--- src/rtl/fft_pkg.sv ---
// fft_pkg: shared constants and types for the FFT spectrum post-processing blocks.
package fft_pkg;

  localparam int FFT_N_DEF = 1024;
  localparam int IDX_W_DEF = 10;
  localparam int PWR_W     = 33;

  // tdata carries {imag, real}, 16 bits each
  localparam int RE_LSB = 0;
  localparam int IM_LSB = 16;

  typedef enum logic [1:0] {IDLE, ACCUM, DRAIN, RESULT} state_t;

endpackage

--- src/rtl/fft_pwr_pipe.sv ---
// fft_pwr_pipe: 2-stage bin power pipeline, re^2 + im^2, with {idx, last, valid} riding alongside.
module fft_pwr_pipe
  import fft_pkg::*;
#(
  parameter int IDX_W = IDX_W_DEF
) (
  input  logic                    sys_clk,
  input  logic                    sys_rst,
  input  logic                    in_vld,
  input  logic signed [15:0]      in_re,
  input  logic signed [15:0]      in_im,
  input  logic [IDX_W-1:0]        in_idx,
  input  logic                    in_last,
  output logic                    out_vld,
  output logic [PWR_W-1:0]        out_pwr,
  output logic [IDX_W-1:0]        out_idx,
  output logic                    out_last
);

  localparam int STAGES = 2;

  typedef struct packed {
    logic [IDX_W-1:0] idx;
    logic             last;
  } side_t;

  logic [STAGES:1]    vld_pipe;
  side_t              s1_side, s2_side;
  logic [31:0]        s1_sq_re, s1_sq_im;
  logic signed [31:0] re_x, im_x;

  // sign-extend before squaring so the 32-bit product is exact
  assign re_x = 32'(in_re);
  assign im_x = 32'(in_im);

  // valid shift register; bubbles travel through with the data
  always_ff @(posedge sys_clk or posedge sys_rst) begin
    if (sys_rst) vld_pipe <= '0;
    else         vld_pipe <= {vld_pipe[STAGES-1:1], in_vld};
  end

  // stage 1: squares, loaded only on a valid beat
  always_ff @(posedge sys_clk or posedge sys_rst) begin
    if (sys_rst) begin
      s1_sq_re <= '0;
      s1_sq_im <= '0;
      s1_side  <= '0;
    end else if (in_vld) begin
      s1_sq_re <= re_x * re_x;
      s1_sq_im <= im_x * im_x;
      s1_side  <= '{idx: in_idx, last: in_last};
    end
  end

  // stage 2: 33-bit sum, worst case 2^31 so no saturation
  always_ff @(posedge sys_clk or posedge sys_rst) begin
    if (sys_rst) begin
      out_pwr <= '0;
      s2_side <= '0;
    end else if (vld_pipe[1]) begin
      out_pwr <= PWR_W'(s1_sq_re) + PWR_W'(s1_sq_im);
      s2_side <= s1_side;
    end
  end

  assign out_vld  = vld_pipe[STAGES];
  assign out_idx  = s2_side.idx;
  assign out_last = s2_side.last;

endmodule

--- src/rtl/fft_peak_detect.sv ---
// fft_peak_detect: per-frame strongest-bin search over an FFT output stream,
// with tlast framing checks. Optional spectrum buffer under FFT_SPEC_BUF_EN.
module fft_peak_detect
  import fft_pkg::*;
#(
  parameter int FFT_N   = FFT_N_DEF,
  parameter int IDX_W   = IDX_W_DEF,
  parameter int MIN_BIN = 1,
  parameter int MAX_BIN = 511
) (
  input  logic                sys_clk,
  input  logic                sys_rst,
  input  logic [31:0]         s_axis_tdata,
  input  logic [15:0]         s_axis_tuser,
  input  logic                s_axis_tvalid,
  input  logic                s_axis_tlast,
  output logic                s_axis_tready,
  output logic [IDX_W-1:0]    peak_idx,
  output logic [PWR_W-1:0]    peak_pwr,
  output logic                result_valid,
  input  logic                result_ready,
  output logic                err_tlast_early,
  output logic                err_tlast_miss,
  input  logic [IDX_W-2:0]    rd_addr,
  output logic [PWR_W-1:0]    rd_data
);

  localparam logic [IDX_W-1:0] LAST_IDX = IDX_W'(FFT_N - 1);

  state_t           state, state_nxt;
  logic [IDX_W-1:0] in_idx;
  logic             beat, in_is_last_idx, in_close;
  logic             p_vld, p_last, p_close, p_in_range;
  logic [PWR_W-1:0] p_pwr;
  logic [IDX_W-1:0] p_idx;
  logic             unused_tuser;

  assign in_idx         = s_axis_tuser[IDX_W-1:0];
  assign unused_tuser   = ^s_axis_tuser[15:IDX_W];
  assign beat           = s_axis_tvalid & s_axis_tready;
  assign in_is_last_idx = (in_idx == LAST_IDX);
  assign in_close       = s_axis_tlast | in_is_last_idx;

  fft_pwr_pipe #(.IDX_W(IDX_W)) u_pwr (
    .sys_clk  (sys_clk),
    .sys_rst  (sys_rst),
    .in_vld   (beat),
    .in_re    (s_axis_tdata[RE_LSB +: 16]),
    .in_im    (s_axis_tdata[IM_LSB +: 16]),
    .in_idx   (in_idx),
    .in_last  (s_axis_tlast),
    .out_vld  (p_vld),
    .out_pwr  (p_pwr),
    .out_idx  (p_idx),
    .out_last (p_last)
  );

  // the input stalls after the closing beat, so any closing beat leaving stage 2 ends the drain
  assign p_close    = p_last | (p_idx == LAST_IDX);
  assign p_in_range = (p_idx >= IDX_W'(MIN_BIN)) && (p_idx <= IDX_W'(MAX_BIN));

  // state register
  always_ff @(posedge sys_clk or posedge sys_rst) begin
    if (sys_rst) state <= IDLE;
    else         state <= state_nxt;
  end

  // next state and handshake outputs
  always_comb begin
    state_nxt     = state;
    s_axis_tready = 1'b0;
    result_valid  = 1'b0;
    case (state)
      IDLE: begin
        s_axis_tready = 1'b1;
        if (beat) state_nxt = in_close ? DRAIN : ACCUM;
      end
      ACCUM: begin
        s_axis_tready = 1'b1;
        if (beat && in_close) state_nxt = DRAIN;
      end
      DRAIN: begin
        if (p_vld && p_close) state_nxt = RESULT;
      end
      RESULT: begin
        result_valid = 1'b1;
        if (result_ready) state_nxt = IDLE;
      end
      default: state_nxt = IDLE;
    endcase
  end

  // running max: cleared at frame start, strict compare keeps the lowest index on ties
  always_ff @(posedge sys_clk or posedge sys_rst) begin
    if (sys_rst) begin
      peak_pwr <= '0;
      peak_idx <= '0;
    end else if (state == IDLE && beat) begin
      peak_pwr <= '0;
      peak_idx <= IDX_W'(MIN_BIN);
    end else if (p_vld && p_in_range && (p_pwr > peak_pwr)) begin
      peak_pwr <= p_pwr;
      peak_idx <= p_idx;
    end
  end

  // framing flags: cleared at frame start, captured from the closing beat
  always_ff @(posedge sys_clk or posedge sys_rst) begin
    if (sys_rst) begin
      err_tlast_early <= 1'b0;
      err_tlast_miss  <= 1'b0;
    end else if (beat && in_close) begin
      err_tlast_early <= s_axis_tlast & ~in_is_last_idx;
      err_tlast_miss  <= in_is_last_idx & ~s_axis_tlast;
    end else if (state == IDLE && beat) begin
      err_tlast_early <= 1'b0;
      err_tlast_miss  <= 1'b0;
    end
  end

`ifdef FFT_SPEC_BUF_EN
  logic [PWR_W-1:0] spec_mem [FFT_N/2];

  // positive-half powers written at their bin; no reset on the array
  always_ff @(posedge sys_clk) begin
    if (p_vld && !p_idx[IDX_W-1]) spec_mem[p_idx[IDX_W-2:0]] <= p_pwr;
  end

  // registered read port, one cycle from rd_addr
  always_ff @(posedge sys_clk or posedge sys_rst) begin
    if (sys_rst) rd_data <= '0;
    else         rd_data <= spec_mem[rd_addr];
  end
`else
  logic unused_rd;
  assign unused_rd = ^rd_addr;
  assign rd_data   = '0;
`endif

endmodule

--- config.mk ---
export PLATFORM = sky130hd
export DESIGN_NAME = fft_peak_detect
export DESIGN_NICKNAME = d
export VERILOG_FILES = /design/src/rtl/fft_pkg.sv /design/src/rtl/fft_pwr_pipe.sv /design/src/rtl/fft_peak_detect.sv
export SDC_FILE = /design/constraint.sdc
export NUM_CORES = 2
export LEC_CHECK = 0
export CAP_MARGIN = 10
export CELL_PAD_IN_SITES_DETAIL_PLACEMENT = 1
export CELL_PAD_IN_SITES_GLOBAL_PLACEMENT = 2
export CORE_MARGIN = 8
export CORE_UTILIZATION = 39
export CTS_CLUSTER_SIZE = 12
export DETAILED_ROUTE_END_ITERATION = 6
export DONT_BUFFER_PORTS = 1
export PLACE_DENSITY = 0.88
export SLEW_MARGIN = 20
export SYNTH_ARGS = -nofsm -noshare
export SYNTH_HDL_FRONTEND = slang
export SYNTH_SLANG_ARGS = --single-unit
--- constraint.sdc ---
create_clock -name sys_clk -period 5.35 [get_ports sys_clk]
set_clock_uncertainty 0.05 [all_clocks]
set_input_delay 0.8025 -clock sys_clk [delete_from_list [all_inputs] [get_ports sys_clk]]
set_output_delay 0.8025 -clock sys_clk [all_outputs]
set_load 0.05 [all_outputs]
==> notes.md <==
Results of the implementation run.

The multi-input gate count is 1,935. The final routed wire length divided by cell count came out at 18.4 µm. The number of global-route vias before repair is 24,000.

The final worst setup slack came out at -697 ps. The tightest hold path in the finished design has a slack of 288 ps. Per the post-route antenna check, the number of violating nets is 0.

The arrival time reported for the critical path endpoint came out at 6300 ps. The clock transition at the registers of the reported paths came out at 80 ps. The worst reg2reg path depth came out at 9. The family with the most delay on the worst path is adder cells. Sorting the synthesized cells by area gives the leading types as sky130_fd_sc_hd__fa_1, sky130_fd_sc_hd__dfrtp_1, sky130_fd_sc_hd__ha_1.

The final-report setup violation count came out at 29. In the synthesized netlist the dominant register cell turns out to be sky130_fd_sc_hd__dfrtp_1. The stage-log warning count is 55.

The checks that failed: negative setup slack. The share of the core area taken by cells at floorplan is 39.2%. The total cell area at the placement stage is 30,000 µm².

The flow ran to the end, but the final reports show violations. The required time at the worst endpoint is listed as 5600 ps.

The post-layout net count came out at 3,884. The number of instances in the synthesized netlist came out at 2,858. The iteration-0 DRC count of the detailed router came out at 744.
[what timing repair did]
action / in CTS / in global routing
setup endpoints to repair: 31 / 37
gates resized: 68 / 41
setup buffers: 13 / 6
pin swaps: 47 / 30
hold buffers: 0 / 0
[layout by cell type, fill, tap and decap left out, drive strengths merged, types with 33 or more instances in the layout]
cell | synthesis | routed
fa | 467 | 467
dfrtp | 166 | 166
a21oi | 63 | 63
inv | 668 | 675
a21o | 49 | 49
ha | 249 | 249
xnor2 | 70 | 70
conb | 1 | 33
buf | 42 | 317
o21ai | 141 | 141
mux2 | 39 | 39
a21boi | 44 | 44
nor2 | 94 | 94
nand3 | 57 | 57
xor2 | 41 | 41
and2 | 75 | 75
nand2 | 297 | 297
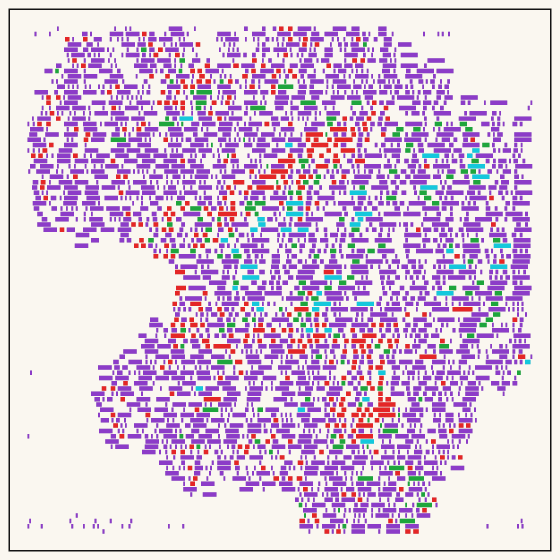
(cell sizes after repair)
_3 and _4 cells: shown in red, cells 370, share 12%, most used buf_4. _6 and larger: shown in cyan, cells 44, share 1.4%, most used clkbuf_16. _2 cells: shown in green, cells 155, share 5.0%, most used mux2_2. _0 and _1 cells: shown in purple, cells 2,549, share 82%, most used inv_1.
growth of design area from synthesis to finish: 16.7%
final std cell area, no fill: 31,100 µm²

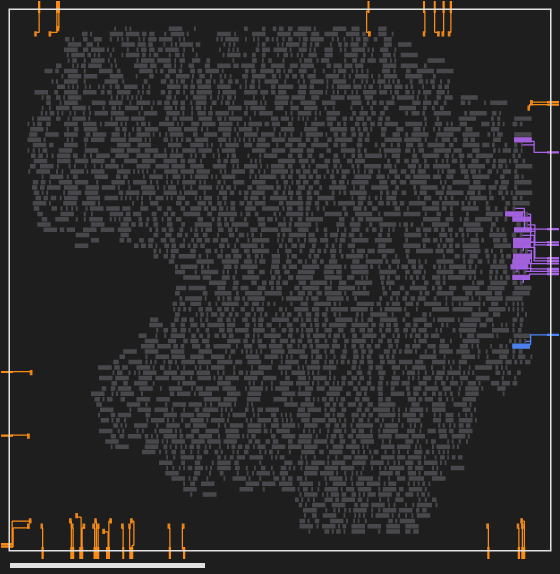
(I/O nets highlighted)
The bar under the picture is 100 µm long.
`peak_idx`: shown in purple, direction output, end cells 10, buffers 0, wire 219 µm. `err_tlast_early`: shown in blue, direction output, end cells 1, buffers 0, wire 17.3 µm. `rd_data`: shown in orange, direction output, end cells 33, buffers 0, wire 423 µm.
count of input and output buffers: 0
number of top-level design ports: 142

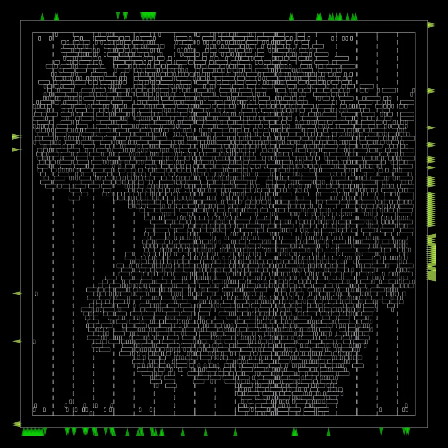
(placed standard cells)
final core utilization: 45.7%
proportion of cell area occupied by registers: 13.4%
number of non-filler instances in the completed layout: 4,000
Rows: 96
sequential cell count of the final layout: 166

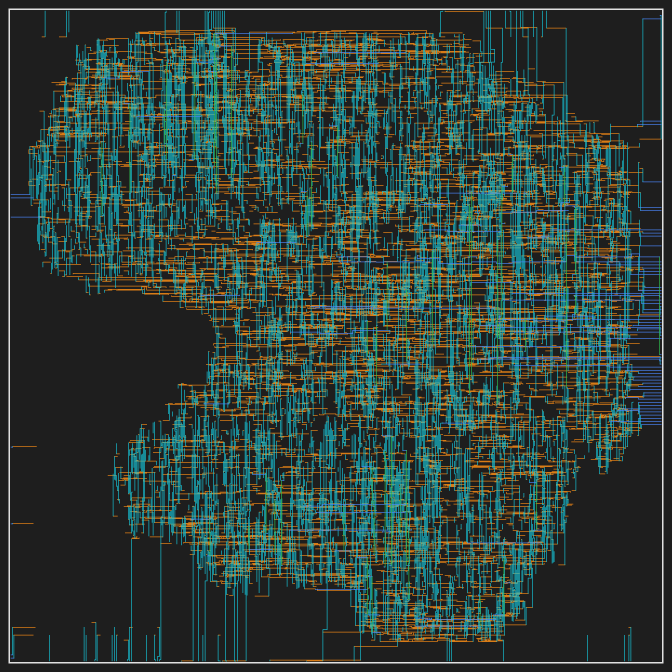
(wiring by layer)
metal 2: shown in cyan, wire length 40.5 mm. metal 4: shown in green, wire length 1,520 µm. metal 3: shown in blue, wire length 2,320 µm. metal 1: shown in orange, wire length 29.3 mm.

